Metal 2:
Scale: 4 px per um.
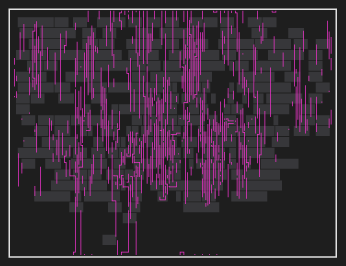
Cell classes on the final placement:
Scale: 4 px per um. Fill, decap, tap and diode cells in gray.
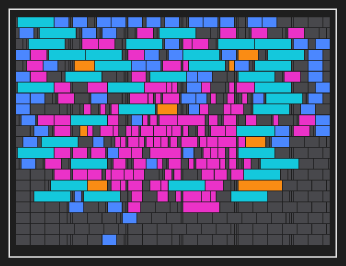
Pin placement:
Scale: 3 px per um. Pins as bars across the die edge, other pins in gray.
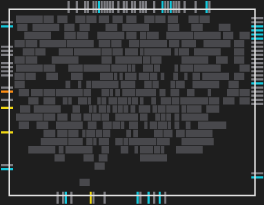
Clock wiring as the flow saved it:
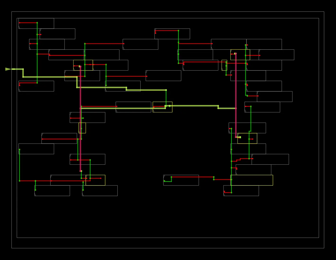
--- src/rtl/movavg_pkg.sv ---
// movavg_pkg -- shared definitions for the moving-average controller.
//   DATA_W      : default sample/result width
//   MODE_*      : cfg_mode encodings (window lengths 1,2,3,4,8,16)
//   state_t     : controller FSM states
//   win_len()   : window length for a mode (0 for rejected encodings)
//   mode_ok()   : 1 when the encoding is an accepted mode
package movavg_pkg;

  localparam int DATA_W = 16;

  localparam logic [2:0] MODE_W1  = 3'b000;
  localparam logic [2:0] MODE_W2  = 3'b001;
  localparam logic [2:0] MODE_W3  = 3'b010;
  localparam logic [2:0] MODE_W4  = 3'b011;
  localparam logic [2:0] MODE_W8  = 3'b100;
  localparam logic [2:0] MODE_W16 = 3'b101;

  typedef enum logic [1:0] {
    ST_IDLE   = 2'd0,
    ST_WARMUP = 2'd1,
    ST_RUN    = 2'd2,
    ST_SWITCH = 2'd3
  } state_t;

  function automatic logic [4:0] win_len(input logic [2:0] mode);
    logic [4:0] w;
    case (mode)
      MODE_W1:  w = 5'd1;
      MODE_W2:  w = 5'd2;
      MODE_W3:  w = 5'd3;
      MODE_W4:  w = 5'd4;
      MODE_W8:  w = 5'd8;
      MODE_W16: w = 5'd16;
      default:  w = 5'd0;
    endcase
    return w;
  endfunction

  function automatic logic mode_ok(input logic [2:0] mode);
    return (mode <= MODE_W16);
  endfunction

endpackage

--- src/rtl/movavg_ctrl_stats.sv ---
// movavg_ctrl_stats -- saturating event counters for the controller.
//   clk, rst_n : clock, async active-low reset
//   acc_evt    : one sample accepted this cycle
//   drop_evt   : one warm-up result discarded this cycle
//   stat_acc   : accepted-sample count, sticks at 0xFFFF
//   stat_drop  : discarded warm-up result count, sticks at 0xFFFF
module movavg_ctrl_stats (
  input  logic        clk,
  input  logic        rst_n,
  input  logic        acc_evt,
  input  logic        drop_evt,
  output logic [15:0] stat_acc,
  output logic [15:0] stat_drop
);

  always_ff @(posedge clk or negedge rst_n) begin
    if (!rst_n) begin
      stat_acc  <= 16'h0000;
      stat_drop <= 16'h0000;
    end else begin
      if (acc_evt && (stat_acc != 16'hFFFF))
        stat_acc <= stat_acc + 16'h0001;
      if (drop_evt && (stat_drop != 16'hFFFF))
        stat_drop <= stat_drop + 16'h0001;
    end
  end

endmodule

--- src/rtl/movavg_ctrl.sv ---
// movavg_ctrl -- sequencing controller in front of a moving-average datapath.
// Accepts samples, forwards them to the datapath, drops results produced while
// the datapath window is still filling, and presents the rest on a result stream.
//
// State table:
//   IDLE   | datapath disabled, cfg latches directly
//   WARMUP | window filling, results discarded until warm_cnt reaches 1
//   RUN    | every result forwarded
//   SWITCH | new mode pending, waits for the in-flight result before applying it
//
// Ports:
//   clk, rst_n                    : clock, async active-low reset
//   enable                        : run enable (drop to 0 forces IDLE)
//   s_valid/s_ready/s_data        : sample input stream
//   cfg_valid/cfg_ready/cfg_mode/cfg_orm : mode-change request
//   cfg_err                       : one-cycle pulse on a rejected mode
//   avg_enable/avg_refresh/avg_din/avg_mode/avg_orm : datapath controls
//   avg_dout/avg_pulse            : datapath result and its valid pulse
//   m_valid/m_ready/m_data        : result output stream
//   stat_acc/stat_drop            : counters, present only with MOVAVG_CTRL_STATS_EN
//
// Build option: define MOVAVG_CTRL_STATS_EN to add the statistics counters.
module movavg_ctrl #(
  parameter int DATA_W    = movavg_pkg::DATA_W,
  parameter int WARM_INIT = 16
) (
  input  logic              clk,
  input  logic              rst_n,
  input  logic              enable,
  input  logic              s_valid,
  output logic              s_ready,
  input  logic [DATA_W-1:0] s_data,
  input  logic              cfg_valid,
  output logic              cfg_ready,
  input  logic [2:0]        cfg_mode,
  input  logic              cfg_orm,
  output logic              cfg_err,
  output logic              avg_enable,
  output logic              avg_refresh,
  output logic [DATA_W-1:0] avg_din,
  output logic [2:0]        avg_mode,
  output logic              avg_orm,
  input  logic [DATA_W-1:0] avg_dout,
  input  logic              avg_pulse,
  output logic              m_valid,
  input  logic              m_ready,
  output logic [DATA_W-1:0] m_data
`ifdef MOVAVG_CTRL_STATS_EN
  ,
  output logic [15:0]       stat_acc,
  output logic [15:0]       stat_drop
`endif
);

  import movavg_pkg::*;

  localparam logic [4:0] WARM_RST = 5'(WARM_INIT);

  state_t     state;
  logic [4:0] warm_cnt;
  logic       inflight;
  logic       keep;
  logic [2:0] mode_pend;
  logic       orm_pend;
  // Set by reset: the first warm-up after reset must cover the datapath's
  // full initial fill, so IDLE->WARMUP keeps warm_cnt instead of reloading it.
  logic       first_fill;

  logic s_acc;
  logic cfg_acc;
  logic cfg_good;
  logic cfg_bad;

  assign s_ready = enable & ((state == ST_WARMUP) | (state == ST_RUN)) &
                   ~inflight & (~m_valid | m_ready);
  assign cfg_ready = (state != ST_SWITCH);

  assign s_acc    = s_valid & s_ready;
  assign cfg_acc  = cfg_valid & cfg_ready;
  assign cfg_good = cfg_acc & mode_ok(cfg_mode);
  assign cfg_bad  = cfg_acc & ~mode_ok(cfg_mode);

  assign avg_refresh = s_acc;
  assign avg_din     = s_data;
  assign avg_enable  = (state != ST_IDLE);

  always_ff @(posedge clk or negedge rst_n) begin
    if (!rst_n) begin
      state      <= ST_IDLE;
      warm_cnt   <= WARM_RST;
      avg_mode   <= MODE_W1;
      avg_orm    <= 1'b0;
      mode_pend  <= MODE_W1;
      orm_pend   <= 1'b0;
      first_fill <= 1'b1;
      inflight   <= 1'b0;
      keep       <= 1'b0;
      m_valid    <= 1'b0;
      m_data     <= '0;
      cfg_err    <= 1'b0;
    end else begin
      cfg_err  <= cfg_bad;
      inflight <= s_acc;
      if (s_acc)
        keep <= (state == ST_RUN) | (warm_cnt == 5'd1);

      // A result is only taken while still enabled; on disable the in-flight
      // result is abandoned but an already-presented one waits for m_ready.
      if (avg_pulse && inflight && keep && enable) begin
        m_data  <= avg_dout;
        m_valid <= 1'b1;
      end else if (m_valid && m_ready) begin
        m_valid <= 1'b0;
      end

      if (!enable) begin
        state <= ST_IDLE;
        if (state == ST_SWITCH) begin
          avg_mode <= mode_pend;
          avg_orm  <= orm_pend;
        end else if (cfg_good) begin
          avg_mode <= cfg_mode;
          avg_orm  <= cfg_orm;
          warm_cnt <= win_len(cfg_mode);
        end
      end else begin
        case (state)
          ST_IDLE: begin
            if (cfg_good) begin
              avg_mode <= cfg_mode;
              avg_orm  <= cfg_orm;
              warm_cnt <= win_len(cfg_mode);
            end else if (!first_fill) begin
              warm_cnt <= win_len(avg_mode);
            end
            first_fill <= 1'b0;
            state      <= ST_WARMUP;
          end
          ST_WARMUP: begin
            if (cfg_good) begin
              mode_pend <= cfg_mode;
              orm_pend  <= cfg_orm;
              warm_cnt  <= win_len(cfg_mode);
              state     <= ST_SWITCH;
            end else if (s_acc) begin
              warm_cnt <= warm_cnt - 5'd1;
              if (warm_cnt == 5'd1)
                state <= ST_RUN;
            end
          end
          ST_RUN: begin
            if (cfg_good) begin
              mode_pend <= cfg_mode;
              orm_pend  <= cfg_orm;
              warm_cnt  <= win_len(cfg_mode);
              state     <= ST_SWITCH;
            end
          end
          ST_SWITCH: begin
            // A sample accepted together with the cfg still completes under
            // the old mode before the datapath sees the new one.
            if (!inflight) begin
              avg_mode <= mode_pend;
              avg_orm  <= orm_pend;
              state    <= ST_WARMUP;
            end
          end
          default: state <= ST_IDLE;
        endcase
      end
    end
  end

`ifdef MOVAVG_CTRL_STATS_EN
  movavg_ctrl_stats u_stats (
    .clk       (clk),
    .rst_n     (rst_n),
    .acc_evt   (s_acc),
    .drop_evt  (avg_pulse & inflight & ~keep),
    .stat_acc  (stat_acc),
    .stat_drop (stat_drop)
  );
`endif

endmodule

--- config.mk ---
export PLATFORM = sky130hd
export DESIGN_NAME = movavg_ctrl
export DESIGN_NICKNAME = d
export VERILOG_FILES = /design/src/rtl/movavg_pkg.sv /design/src/rtl/movavg_ctrl_stats.sv /design/src/rtl/movavg_ctrl.sv
export SDC_FILE = /design/constraint.sdc
export NUM_CORES = 1
export LEC_CHECK = 0
export CAP_MARGIN = 10
export CORE_ASPECT_RATIO = 0.75
export CORE_UTILIZATION = 43
export DETAILED_ROUTE_END_ITERATION = 10
export GPL_TIMING_DRIVEN = 1
export PLACE_DENSITY = 0.89
export SLEW_MARGIN = 5
export SYNTH_ARGS = -nofsm -noshare
export SYNTH_HDL_FRONTEND = slang
export SYNTH_HIERARCHICAL = 1
export SYNTH_SLANG_ARGS = --single-unit
export TNS_END_PERCENT = 30
--- constraint.sdc ---
create_clock -name clk -period 2.4 [get_ports clk]
set_clock_uncertainty 0.05 [all_clocks]
set_input_delay 0.36 -clock clk [delete_from_list [all_inputs] [get_ports clk]]
set_output_delay 0.36 -clock clk [all_outputs]
set_load 0.005 [all_outputs]
==> flow_metrics.py <==
# Physical implementation metrics
metrics = {
    "sta": {
        "whs_ps": 94.0,
        "finalCritPeriodShare_pct": 97.8,
        "layout_min_cycle_time_ps": 2350,
        "slew_headroom_pct": 47.7,
    },
    "route": {
        "first_pass_iters": 4,
        "wl_per_cell_um": 15.9,
        "drtIter0Drc": 132,
    },
    "floorplanning": {
        "fp_util_pct": 45.3,
        "fp-row-count": 21,
    },
    "logic_synthesis": {
        "synth_warnings": 6,
        "syn_inst": 183,
        "edf_count": 0,
        "aoi_share_pct": 14.3,
        "common_cells": "dfrtp_1 (34), mux2_2 (23), buf_4 (17)",
        "synth-main-ff-cell": "dfrtp_1",
        "adder_share_pct": 3.69,
        "ys_seq_share_pct": 44.4,
        "synthesis.area_um2": 2030,
        "synth_area_per_cell_um2": 11.1,
        "synth-xor-area-share_pct": 1.29,
    },
    "place": {
        "place_congestion": 0.930,
        "dp.cells": 277,
        "place_hpwl_um": 3360,
        "dp_worst_setup_slack_ps": 125,
    },
    "cells_and_area": {
        "seq-cell-share_pct": 33.8,
        "seqCellArea_um2": 903,
        "final_cells": 288,
        "largest_class": "logic gates",
        "final_cell_mix": "clkdlybuf4s50_1 (50), dfrtp_1 (34), mux2_2 (23), inv_1 (10), buf_4 (9)",
        "syn_to_final_growth_pct": 31.4,
        "fill_cells": 367,
        "mostFrequentLayoutCell": "clkdlybuf4s50_1",
    },
    "clock_network": {
        "cts_root_buffer": "clkbuf_8",
        "htree_levels": 2,
        "clkTransAtPathRegs_ps": 70,
        "hold_buffers": 0,
        "numCtsBuffers": 5,
        "post_cts_buffers": 2,
    },
    "critical_path": {
        "worst_setup_path_end_kind": "output pin",
        "worstPathCellList": "buf_4 -> buf_4 -> ha_1 -> buf_6 -> inv_1 -> clkdlybuf4s50_1",
        "cp.buffers_inverters": 5,
        "cp.required_ps": 1990,
        "cp.arrival_ps": 1940,
        "critical_path_class": "reg -> out",
    },
    "outcome": {
        "outcome": "finished, final reports clean",
    },
    "global_route": {
        "grtUsageTotal_pct": 19.4,
        "grt_pass1_wl_um": 6980,
    },
    "worst_hold_path": {
        "worst_hold_path_type": "in -> async",
    },
}
Back to the opening pictures, 'metal 2':
share of all routed wire: 45%
nets with wire on the layer: 246
M2 GR Usage: 27.6%
drt total wl: 4570 um
Vias: 1570

Back to the opening pictures, 'cell classes on the final placement':
| class | color | cells |
|---|---|---|
| remaining logic cells | magenta | 125 |
| clock drivers and dummy loads | orange | 8 |
| sequential cells | cyan | 36 |
| remaining buffers and delay cells | blue | 62 |
design area: 2670 um^2
Core ar.: 4490 um^2

Back to the opening pictures, 'pin placement':
| port | color | pins | direction | edge |
|---|---|---|---|---|
| cfg_orm | orange | 1 | input | left |
| cfg_mode | yellow | 3 | input | 2 left, 1 bottom |
| s_data | cyan | 16 | input | 6 right, 4 bottom, 4 top, 2 left |
all pins by edge: 32 top, 24 right, 16 left, 13 bottom
Die X: 81.4 um
IO Port Bufs: 52

Back to the opening pictures, 'clock wiring as the flow saved it':
Clock Power: 524 uW
clk sinks: 36
worst skew pair latency: 290 ps

worst paths after layout:
check | cells after the start | slack, ps | startpoint | end
max reg2reg | 8 | 240 | state[1] | avg_orm
min | 1 | 90 | rst_n | mode_pend[0]
min reg2reg | 1 | 430 | first_fill | first_fill
max | 6 | 50 | state[1] | cfg_ready
max in group asynchronous | 1 | 1710 | rst_n | warm_cnt[1]
min in group clk | 1 | 430 | first_fill | first_fill
routing by layer:
metal	vias to the layer above	global-route usage [%]	wire, um
met5	-	0	0
met4	0	7.65	80
met3	10	6.07	363
met2	71	27.6	2050
met1	753	27.4	2070
li1	736	-	-
power breakdown:
part           leakage, uW  internal (uW)  switching (uW)
sequential        0.000462            870             183
combinational     0.000673            852             630
clock            0.0000552            308             216
total              0.00119           2030            1030
Power figures rest on the tool's default switching activity, not on a simulated workload.
